Fig. 1: congestion heat map
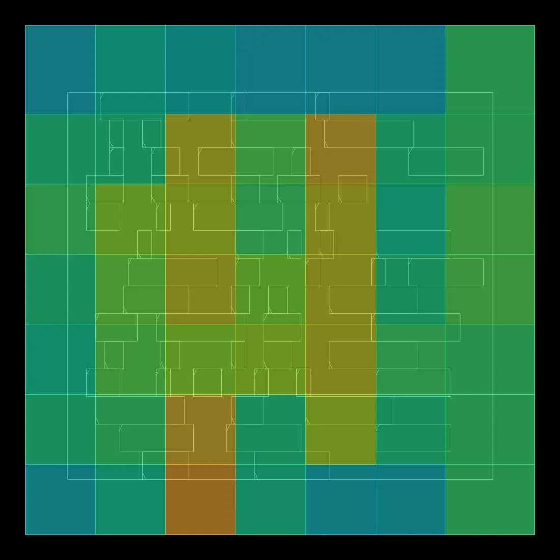
Fig. 2: cell classes on the final placement
The bar under the picture is 20 µm long.
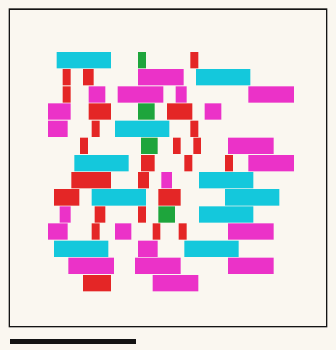
Fig. 3: drive-strength map
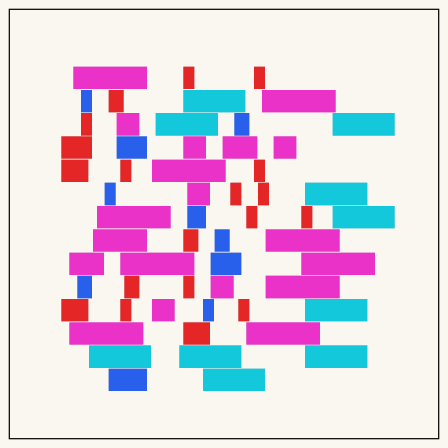
Fig. 4: wiring heat map
The bar under the picture is 20 µm long. The die is cut into 10 by 10 equal tiles; dark purple is low, yellow is high, scaled to the fullest tile. Values are wire area over tile area, all layers added.
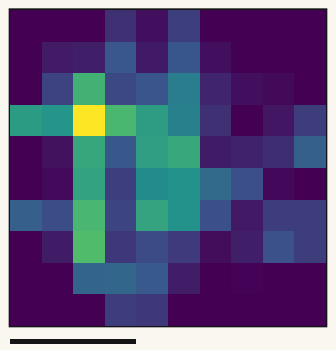
==> config.mk <==
export PLATFORM = sky130hd
export DESIGN_NAME = fp_arbiter
export DESIGN_NICKNAME = d
export VERILOG_FILES = /design/src/rtl/fp_arbiter.sv
export SDC_FILE = /design/constraint.sdc
export NUM_CORES = 1
export LEC_CHECK = 0
export ABC_AREA = 1
export CAP_MARGIN = 20
export CELL_PAD_IN_SITES_DETAIL_PLACEMENT = 2
export CELL_PAD_IN_SITES_GLOBAL_PLACEMENT = 2
export CORE_MARGIN = 4
export CORE_UTILIZATION = 18
export DETAILED_ROUTE_END_ITERATION = 7
export PLACE_DENSITY_LB_ADDON = 0.1
export SKIP_LAST_GASP = 1
export SYNTH_ARGS = -nofsm -noshare
export SYNTH_HDL_FRONTEND = slang
export SYNTH_SLANG_ARGS = --single-unit
==> constraint.sdc <==
create_clock -name clk -period 1 [get_ports clk]
set_clock_uncertainty 0.15 [all_clocks]
set_input_delay 0.3 -clock clk [delete_from_list [all_inputs] [get_ports clk]]
set_output_delay 0.3 -clock clk [all_outputs]
set_load 0.1 [all_outputs]
==> deck_impl_summary.md <==
Synthesis and Place & Route Summary

Clock tree
  – Clock transition at path regs: about 70 ps
  – Clk sinks: 10
  – CTS root buf: clkbuf_4
  – Post CTS Setup Buffer Count: 0
  – Bufs on Longest Clock Path: 2
  – Post-CTS Hold Fix Bufs: 0
  – H-tree levels: 1

Floorplanning
  – Vertical die size: ~50 µm
  – Io pins: 18
  – Initial Util: 0.200
  – Die width: 50.1 µm
  – Die ar.: approximately 2500 µm²

Placement
  – Worst slack at placement: -557 ps
  – Post-Place Cell Area: 674 µm²
  – Port bufs: 17
  – Dpl hpwl: 782 µm
  – Final GP Congestion: 0.693

Power
  – P_leak: 0.308 nW
  – Maximum vdd drop: ~0.52 mV
  – Power Density: 1260 nW/µm²
  – Flop pwr share: 0.448
  – Sw frac: 0.316
  – Comb power frac: 0.243
  – Clock Power Share: 0.309
  – Pint: 0.000617 W

Critical path
  – CP delay by family, top: flip-flops
  – Critical Path Sink Type: primary output
  – CP arrival: 780 ps
  – Max FO, Critical Path: 1
  – Critical path required time: around 550 ps
  – Critical path type: flop to primary output
  – Largest stage delay on the critical path: 360 ps
  – Startpoint Class: flop
  – Logic depth of the worst path, buffers included: 1
  – CP bufs+invs: 1
  – Critical-path top delay cell: dfxtp_4
  – Critical Path, Cell by Cell: buf_12

Detailed routing
  – Vias/cell: 3.82
  – Post-route DRC: 0
  – DRT iter0 DRCs: 0
  – Post-DRT Antenna Nets: 0

GRT
  – Largest net degree at the start of global routing: 7
  – First-pass GRT wire length: 1480 µm
  – Initial antenna violation count: 0
  – Remaining Overflow, GRT: 0

STA
  – PnR worst setup slack: -228 ps
  – Max-slew headroom: 0.894
  – Final Setup Violations: 10
  – Peak Freq: a little over 800 MHz
  – RSZ-0062 raised after global routing: true
  – Least-Margin Pin Slew: 158 ps
  – Final Critical Period: 1230 ps
  – Final period util: 1.23
  – Max-slew violations: 0

Cells and area
  – # nets final: 67
  – ANT cells: 0
  – Largest register FFs: 6

Synthesis
  – Seq share, synth: 0.627
  – Cell type with the largest total area: dfxtp_1
  – Ys cells: 35
  – Dominant cell area share: 0.627
  – Number of enable flip-flop cells: 0
  – Main area contributors: dfxtp_1 (63%), inv_1 (8.2%), nor2_2 (5.9%)
  – Primary FF master, synth: dfxtp_1
  – Leading cell type by number of instances after synthesis: dfxtp_1
  – Ys async rst share: 0
  – Synthesized instance count: 35
  – #FFs+latches synth: 10
  – Post-synth cell types: 11
  – Post-Syn Nets: 43
  – Synth Warn #: 0
  – Post-synth top cells: dfxtp_1 (10), inv_1 (7), nor2_1 (4)
  – Mapped Avg Cell Area: 9.12 µm²

Outcome
  – Status: finished, violations left
  – Failing checks: setup timing

Job
  – OpenROAD warnings: 28
  – Max-Cap Viols: 0

Min path
  – Hold path depth: 3
  – HP Class: primary input to flop
-- Fig. 1 (at the start) --
met1 Use GR: 0.0704
fin util: 0.448
total global-route track usage: 0.0795
layer with the highest usage: met2
Routed wire per std cell: 11.3 µm

-- Fig. 2 (at the start) --
[magenta] other buffers and delay cells | cells: 20 | share of their area: 40%
[cyan] flip-flops | cells: 10 | share of their area: 35%
[green] clock drivers and dummy loads | cells: 4 | share of their area: 3.8%
[red] all other logic | cells: 24 | share of their area: 21%
Core Area: 1590 µm²
flop share of the area: 0.333
design area: 714 µm²
row cnt: 14

-- Fig. 3 (at the start) --
[blue] drive 2 | cells: 10 | share: 17%
[red] drive 1 or less | cells: 19 | share: 33%
[cyan] drive 6 and up | cells: 10 | share: 17%
[magenta] drive 3 to 4 | cells: 19 | share: 33%
area growth from synthesis to layout: 124%
Buffers excl. clock: 20
PnR worst setup slack: -228 ps

-- Fig. 4 (at the start) --
mean over tiles: 0.058
fullest tile: 0.31
densest ninth of the die: center
Post-Route WL: 923 µm
routed via count: 313

## layout make-up
| class | instances | area (µm²) |
|---|---|---|
| inverters | 7 | 26.3 |
| well taps | 24 | 30.0 |
| flip-flops and latches | 10 | 238 |
| multi-input cells | 17 | 120 |
| repair buffers | 20 | 274 |
| clock buffers | 3 | 22.5 |
| clock inverters | 1 | 3.75 |
| fillers | 163 | 880 |
## power by group through the flow
stage | clock network [W] | logic [W] | registers [W]
2_1_floorplan | 0 | 0.0000253 | 0.000502
3_3_place_gp | 0 | 0.000216 | 0.000413
3_5_place_dp | 0 | 0.000220 | 0.000414
4_1_cts | 0.000297 | 0.000222 | 0.000405
5_1_grt | 0.000317 | 0.000228 | 0.000405
6_report | 0.000278 | 0.000219 | 0.000404
## worst min-delay path: stages
cell	delay [ps]
clkbuf_2	110
nand2_1	60
nor2_1	40
## layout by cell type, fill, tap and decap left out, types with 2 or more instances in the layout
cell / synthesis / final
dfxtp_4: 0 / 10
nor2_4: 0 / 2
buf_12: 0 / 10
inv_2: 0 / 3
nand2_1: 3 / 3
buf_4: 0 / 3
nor2_1: 4 / 4
nand3_2: 1 / 2
clkbuf_2: 0 / 2
dlygate4sd2_1: 0 / 3
a21oi_1: 2 / 2
inv_1: 7 / 4
clkbuf_4: 0 / 3
## metrics by stage
stage	hold slack [ps]	utilization	power [W]	TNS, ps	cells
2_1_floorplan	268	-	0.000527	0	35
3_3_place_gp	631	0.423	0.000628	-4130	78
3_5_place_dp	632	0.423	0.000634	-4530	78
4_1_cts	256	0.454	0.000923	-2370	82
5_1_grt	152	0.448	0.000951	-2490	82
6_report	139	0.448	0.000901	-2230	82
## kinds of logic after synthesis
kind of cell           Yosys count  synth area share
AOI/OAI and AO/OA                3            0.0549
buffers and inverters            8            0.0980
and+or+nand+nor                 14             0.220
DFF                             10             0.627
## metal layers
layer	part of all wire	up-vias	track usage
met5	0	-	0
met4	0	0	0.0276
met3	0.076	0	0.0331
met2	0.58	10	0.157
met1	0.34	151	0.0704
li1	-	152	-
## repair_timing
action                                  in CTS  in global routing
gates resized                               18                  6
pin swaps                                    4                  5
cloned                                       0                  0
endpoints found under the hold margin        0                  0
endpoints found under the setup margin      20                 14
Power is estimated from default activity; no workload was simulated.
